### config.mk
export PLATFORM = sky130hd
export DESIGN_NAME = segments_scan_driver
export DESIGN_NICKNAME = d
export VERILOG_FILES = /design/src/rtl/segments_pkg.sv /design/src/rtl/segments_digit_decode.sv /design/src/rtl/segments_scan_driver.sv
export SDC_FILE = /design/constraint.sdc
export NUM_CORES = 1
export LEC_CHECK = 0
export CORE_ASPECT_RATIO = 0.8
export CORE_UTILIZATION = 57
export DETAILED_ROUTE_END_ITERATION = 7
export GPL_ROUTABILITY_DRIVEN = 0
export HOLD_SLACK_MARGIN = 0.08
export PLACE_DENSITY_LB_ADDON = 0.15
export SYNTH_ARGS = -nofsm -noshare
export SYNTH_HDL_FRONTEND = slang
export SYNTH_SLANG_ARGS = --single-unit
### constraint.sdc
create_clock -name clk -period 4.15 [get_ports clk]
set_input_delay 1.245 -clock clk [delete_from_list [all_inputs] [get_ports clk]]
set_output_delay 1.245 -clock clk [all_outputs]
set_load 0.05 [all_outputs]
### src/rtl/segments_pkg.sv
// Shared 7-segment definitions: digit decode table, display polarity constants, segment bit positions.
// Pure constants and types; no logic, no latency, no flow control.
package segments_pkg;

  localparam logic COMMON_CATHODE_CONTROL = 1'b0;
  localparam logic COMMON_ANODE_CONTROL   = 1'b1;

  localparam int SEG_A  = 7;
  localparam int SEG_B  = 6;
  localparam int SEG_C  = 5;
  localparam int SEG_D  = 4;
  localparam int SEG_E  = 3;
  localparam int SEG_F  = 2;
  localparam int SEG_G  = 1;
  localparam int SEG_DP = 0;

  // Logical {a..g,dp} patterns, entry 9 leftmost so DECODE_TABLE[n] is digit n.
  localparam logic [9:0][7:0] DECODE_TABLE = {
    8'b11110110, 8'b11111110, 8'b11100000, 8'b10111110, 8'b10110110,
    8'b01100110, 8'b11110010, 8'b11011010, 8'b01100000, 8'b11111100
  };

  typedef enum logic {
    SCAN_IDLE = 1'b0,
    SCAN_RUN  = 1'b1
  } scan_state_t;

endpackage

### src/rtl/segments_digit_decode.sv
// Nibble -> logical segment pattern (dp bit clear) plus overflow flag for nibbles 10..15.
// Purely combinational, zero latency, no backpressure.
module segments_digit_decode
  import segments_pkg::*;
(
  input  logic [3:0] nibble,
  output logic [7:0] pattern,
  output logic       overflow
);

  logic [3:0] digit;

  // Out-of-range nibbles wrap onto 0..5 and raise the overflow flag.
  always_comb begin
    overflow = (nibble >= 4'd10);
    digit    = overflow ? (nibble - 4'd10) : nibble;
    pattern  = DECODE_TABLE[digit];
  end

endmodule

### src/rtl/segments_scan_driver.sv
// Multiplexed DIGITS_V-digit 7-segment scanner; outputs registered, new digit shown the cycle after each prescaler tick.
// One-word valid/ready buffer: data_ready drops on accept until the next frame boundary. Optional SEGMENTS_LEADING_ZERO_BLANK_EN.
module segments_scan_driver
  import segments_pkg::*;
#(
  parameter int   DIGITS_V       = 4,
  parameter int   CLK_DIV_V      = 1000,
  parameter logic CONTROL_TYPE_V = 1'b0
) (
  input  logic                    clk,
  input  logic                    rst,
  input  logic [4*DIGITS_V-1:0]   data_bus,
  input  logic [DIGITS_V-1:0]     dp_bus,
  input  logic                    data_valid,
  output logic                    data_ready,
  output logic [7:0]              segment_value_bus,
  output logic [DIGITS_V-1:0]     digit_select_bus,
  output logic [DIGITS_V-1:0]     overflow_bus,
  output logic                    frame_start
);

  localparam int IDX_W     = (DIGITS_V > 1) ? $clog2(DIGITS_V) : 1;
  localparam int NUM_SLOTS = 1 << IDX_W;
  localparam int CNT_W     = $clog2(CLK_DIV_V);
  localparam logic [IDX_W-1:0]    LAST_IDX = IDX_W'(DIGITS_V - 1);
  localparam logic [CNT_W-1:0]    TERM_CNT = CNT_W'(CLK_DIV_V - 1);
  localparam logic                ANODE    = (CONTROL_TYPE_V == COMMON_ANODE_CONTROL);
  localparam logic [7:0]          SEG_OFF  = ANODE ? 8'hFF : 8'h00;
  localparam logic [DIGITS_V-1:0] SEL_OFF  = ANODE ? {DIGITS_V{1'b0}} : {DIGITS_V{1'b1}};

  scan_state_t             state, state_d;
  logic [IDX_W-1:0]        idx, idx_d;
  logic [CNT_W-1:0]        cnt, cnt_d;
  logic [4*DIGITS_V-1:0]   pending, pending_d, shadow, shadow_d;
  logic [DIGITS_V-1:0]     pending_dp, pending_dp_d, shadow_dp, shadow_dp_d;
  logic                    ready_d;
  logic                    tick, boundary, accept;

  logic [DIGITS_V-1:0]     blank, digit_ovf;
  logic                    blank_run;
  logic [7:0]              slot_pat [NUM_SLOTS];
  logic [7:0]              seg_logic, seg_d;
  logic [DIGITS_V-1:0]     sel_onehot, sel_d, ovf_d;
  logic                    fs_d;

  always_ff @(posedge clk) begin
    if (rst) begin
      state      <= SCAN_IDLE;
      idx        <= '0;
      cnt        <= '0;
      pending    <= '0;
      pending_dp <= '0;
      shadow     <= '0;
      shadow_dp  <= '0;
      data_ready <= 1'b1;
    end else begin
      state      <= state_d;
      idx        <= idx_d;
      cnt        <= cnt_d;
      pending    <= pending_d;
      pending_dp <= pending_dp_d;
      shadow     <= shadow_d;
      shadow_dp  <= shadow_dp_d;
      data_ready <= ready_d;
    end
  end

  // The first tick after reset lights digit 0 instead of advancing, so scanning starts on a frame.
  always_comb begin
    tick     = (cnt == TERM_CNT);
    boundary = tick && (idx == LAST_IDX);
    accept   = data_valid && data_ready;
    cnt_d    = tick ? '0 : cnt + 1'b1;
    state_d  = state;
    idx_d    = idx;
    if (tick) begin
      if (state == SCAN_IDLE) state_d = SCAN_RUN;
      else                    idx_d   = (idx == LAST_IDX) ? '0 : idx + 1'b1;
    end

    pending_d    = pending;
    pending_dp_d = pending_dp;
    shadow_d     = shadow;
    shadow_dp_d  = shadow_dp;
    ready_d      = data_ready;
    if (accept && boundary) begin
      shadow_d    = data_bus;
      shadow_dp_d = dp_bus;
    end else if (accept) begin
      pending_d    = data_bus;
      pending_dp_d = dp_bus;
      ready_d      = 1'b0;
    end else if (boundary && !data_ready) begin
      shadow_d    = pending;
      shadow_dp_d = pending_dp;
      ready_d     = 1'b1;
    end
  end

`ifdef SEGMENTS_LEADING_ZERO_BLANK_EN
  // Blanking runs from the top digit down and stops at the first nonzero nibble or lit dp.
  always_comb begin
    blank     = '0;
    blank_run = 1'b1;
    for (int n = DIGITS_V - 1; n >= 1; n--) begin
      blank_run = blank_run && (shadow_d[4*n +: 4] == 4'd0) && !shadow_dp_d[n];
      blank[n]  = blank_run;
    end
  end
`else
  assign blank     = '0;
  assign blank_run = 1'b0;
`endif

  for (genvar n = 0; n < NUM_SLOTS; n++) begin : g_slot
    if (n < DIGITS_V) begin : g_digit
      logic [7:0] digit_pat;
      segments_digit_decode u_decode (
        .nibble   (shadow_d[4*n +: 4]),
        .pattern  (digit_pat),
        .overflow (digit_ovf[n])
      );
      assign slot_pat[n] = blank[n] ? 8'h00 : (digit_pat | {7'b0, shadow_dp_d[n]});
    end else begin : g_pad
      assign slot_pat[n] = 8'h00;
    end
  end

  // Outputs are computed from next-state values so the register shows the new digit right after a tick.
  always_comb begin
    seg_logic  = 8'h00;
    sel_onehot = '0;
    if (state_d == SCAN_RUN) begin
      seg_logic  = slot_pat[idx_d];
      sel_onehot = DIGITS_V'(1) << idx_d;
    end
    seg_d = ANODE ? ~seg_logic : seg_logic;
    sel_d = ANODE ? sel_onehot : ~sel_onehot;
    ovf_d = digit_ovf & ~blank;
    fs_d  = tick && (idx_d == '0) && !blank_run;
    fs_d  = tick && (idx_d == '0);
  end

  always_ff @(posedge clk) begin
    if (rst) begin
      segment_value_bus <= SEG_OFF;
      digit_select_bus  <= SEL_OFF;
      overflow_bus      <= '0;
      frame_start       <= 1'b0;
    end else begin
      segment_value_bus <= seg_d;
      digit_select_bus  <= sel_d;
      overflow_bus      <= ovf_d;
      frame_start       <= fs_d;
    end
  end

endmodule
Figure 1. Placement by cell class.
Scale bar: 20 um.
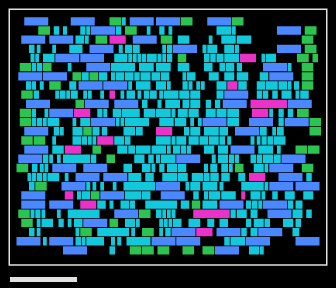
- magenta: clock drivers and dummy loads (cells 16)
- green: remaining buffers and delay cells (cells 52)
- blue: sequential cells (cells 71)
- cyan: combinational and other logic (cells 344)
final cell utilization of the core: 70.59%
standard-cell rows: 26
post-route cell area: 0.004547 mm^2

Figure 2. Logic cells by family.
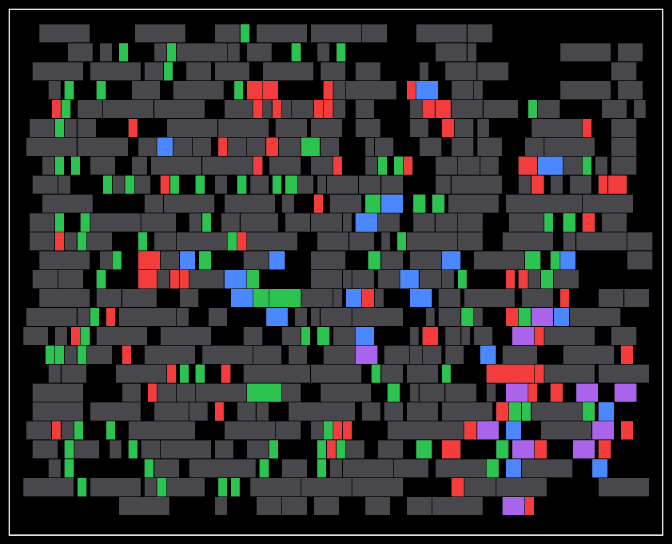
- green: nand cells (cells 85; where widely spread)
- blue: and/or cells (cells 22)
- red: nor cells (cells 63; where widely spread)
- purple: xor and xnor cells (cells 11; where bottom right)

==> run_summary.xml <==
<?xml version="1.0" encoding="UTF-8"?>
<metrics>
  <group name="outcome">
    <metric name="status" unit="">completed</metric>
  </group>
  <group name="power_and_ir_drop">
    <metric name="ir_drop" unit="mV">0.2050</metric>
    <metric name="switching_share" unit="%">23.14</metric>
    <metric name="total_power" unit="mW">1.411</metric>
    <metric name="clock_power_share" unit="%">44.5</metric>
    <metric name="static-leakage-power" unit="nW">1.845</metric>
  </group>
  <group name="sta">
    <metric name="finalHoldWorstSlack" unit="ns">0.4572</metric>
    <metric name="timing_worst_slew_pin_value" unit="ns">0.9137</metric>
  </group>
  <group name="detailed_routing">
    <metric name="met2_wirelength" unit="mm">4.270</metric>
    <metric name="routed_via_density" unit="">6.004</metric>
    <metric name="antenna_left" unit="">0</metric>
    <metric name="route.vias.total" unit="">3404</metric>
    <metric name="wirelength_met1" unit="mm">4.414</metric>
  </group>
  <group name="synthesis">
    <metric name="synth-warning-count" unit="">0</metric>
    <metric name="post_synth_edffs" unit="">0</metric>
    <metric name="synth.yosys.num_cells" unit="">439</metric>
    <metric name="synthesis.area_per_instance" unit="um^2">8.756</metric>
    <metric name="biggest_area_consumer_among_synthesized_cells" unit="">sky130_fd_sc_hd__dfxtp_1</metric>
    <metric name="synth_top_cell_by_count" unit="">sky130_fd_sc_hd__dfxtp_1</metric>
    <metric name="synthesis.instances" unit="">439</metric>
  </group>
  <group name="worst_setup_path">
    <metric name="setup.worst_path.class" unit="">in -&gt; reg</metric>
    <metric name="worst-endpoint-arrival" unit="ns">4.10</metric>
    <metric name="timing.critical_path.cells" unit="">clkdlybuf4s50_1 -&gt; nand2_1 -&gt; or2_1 -&gt; o221ai_4 -&gt; nand2b_1 -&gt; o21ai_0 -&gt; inv_1 -&gt; ha_1 -&gt; and3b_1 -&gt; a211oi_1 -&gt; or4_1</metric>
    <metric name="critPathSlowestCell" unit="">sky130_fd_sc_hd__clkdlybuf4s50_1</metric>
    <metric name="critical_path.max_stage_delay" unit="ns">0.54</metric>
    <metric name="crit_family" unit="">simple AND/OR/NAND/NOR gates</metric>
  </group>
  <group name="place">
    <metric name="detailedPlace.worstSlack" unit="ns">-0.1545</metric>
  </group>
  <group name="global_route">
    <metric name="gr-usage-all-layers" unit="%">28.07</metric>
    <metric name="grt_start_max_net_pins" unit="">36</metric>
    <metric name="grt_antenna_before_repair" unit="">0</metric>
    <metric name="grt-ovfl-total" unit="">0</metric>
    <metric name="grt_pass1_wl" unit="mm">14.89</metric>
  </group>
  <group name="clock_network">
    <metric name="cts_buffers" unit="">9</metric>
    <metric name="clockRootBuffer" unit="">sky130_fd_sc_hd__clkbuf_8</metric>
    <metric name="tritoncts" unit="">done</metric>
    <metric name="cts.reportedPaths.clkPinSlew" unit="ns">0.08</metric>
  </group>
  <group name="layout">
    <metric name="num-nets-final" unit="">521</metric>
    <metric name="mostFrequentLayoutCells" unit="">71 x sky130_fd_sc_hd__dfxtp_1, 62 x sky130_fd_sc_hd__nand2_1, 39 x sky130_fd_sc_hd__clkdlybuf4s50_1</metric>
    <metric name="final_cell_count_no_fill" unit="">567</metric>
  </group>
  <group name="floorplan">
    <metric name="chipArea" unit="mm^2">0.007078</metric>
  </group>
  <group name="job">
    <metric name="drv.max_cap_violation_count" unit="">0</metric>
  </group>
</metrics>
Figure 3. Sequential cells grouped by signal name.
Scale bar: 20 um. Other sequential cells in the stronger gray, the rest of the logic in the fainter gray.
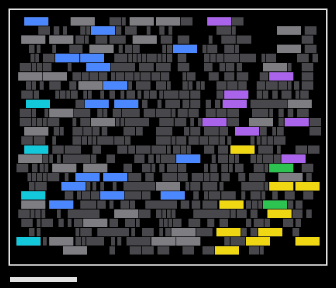
- purple: segment_value_bus (flops 8)
- blue: shadow (flops 16)
- yellow: cnt (flops 10; where bottom right)
- green: idx (flops 2)
- cyan: pending_dp (flops 4)
- not colored: 31

Figure 4. Track usage over the die.
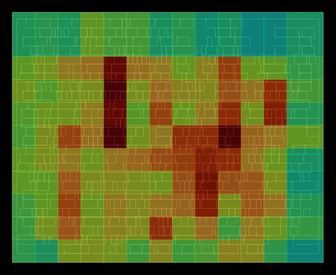
average wire per cell in the routed design: 16.71 um
met3 usage: 6.487%
met2 track demand over resource: 43.63%
met1 usage: 37.91%

[power groups by stage]
stage	logic (mW)	registers (mW)	clock network, mW
floorplan	0.0384	0.721	0
global placement	0.0760	0.721	0
detailed placement	0.0781	0.721	0
CTS	0.0784	0.705	0.636
global route	0.0863	0.707	0.661
finish	0.0783	0.705	0.628
[layout make-up]
| class | count | area [um^2] | area share [%] |
|---|---|---|---|
| well taps | 84 | 105.1 | 2.312 |
| clock inverters | 5 | 81.33 | 1.789 |
| multi-input cells | 326 | 2245 | 49.37 |
| repair buffers | 52 | 485.5 | 10.68 |
| inverters | 18 | 67.56 | 1.486 |
| flip-flops and latches | 71 | 1421 | 31.26 |
| clock buffers | 11 | 141.4 | 3.110 |
[registers in the layout, summed over array words and instances, names as in the netlist]
signal and count:
cnt 10, data_ready 1, digit_select_bus 4, frame_start 1, idx 2, overflow_bus 4, pending 16, pending_dp 4
segment_value_bus 8, shadow 16, shadow_dp 4, state 1
[logic make-up after synthesis]
logic type                 count (synthesis)  share of synthesized area, %
and+or+nand+nor                          170                         21.65
muxes                                     14                         3.971
buffers and inverters                     42                         4.687
xor gates and xnor gates                  11                         2.506
DFF                                       71                         36.98
AOI/OAI and AO/OA                        111                         23.70
adders and majority gates                 20                         6.510
[final timing paths]
check | depth (start not counted) | start | slack (ns) | endpoint
worst max-delay path | 11 | data_valid | 0.29 | segment_value_bus[7]$_SDFF_PP0_
worst max register to register | 13 | cnt[0]$_SDFF_PP0_ | 0.63 | segment_value_bus[4]$_SDFF_PP0_
worst min-delay path | 1 | cnt[0]$_SDFF_PP0_ | 0.46 | cnt[0]$_SDFF_PP0_
worst min register to register | 1 | cnt[0]$_SDFF_PP0_ | 0.46 | cnt[0]$_SDFF_PP0_
[repair_timing]
action                     CTS  global route
setup endpoints to repair    0             3
resized                      0             1
buffers inserted             0             0
Power and IR drop assume default switching activity.
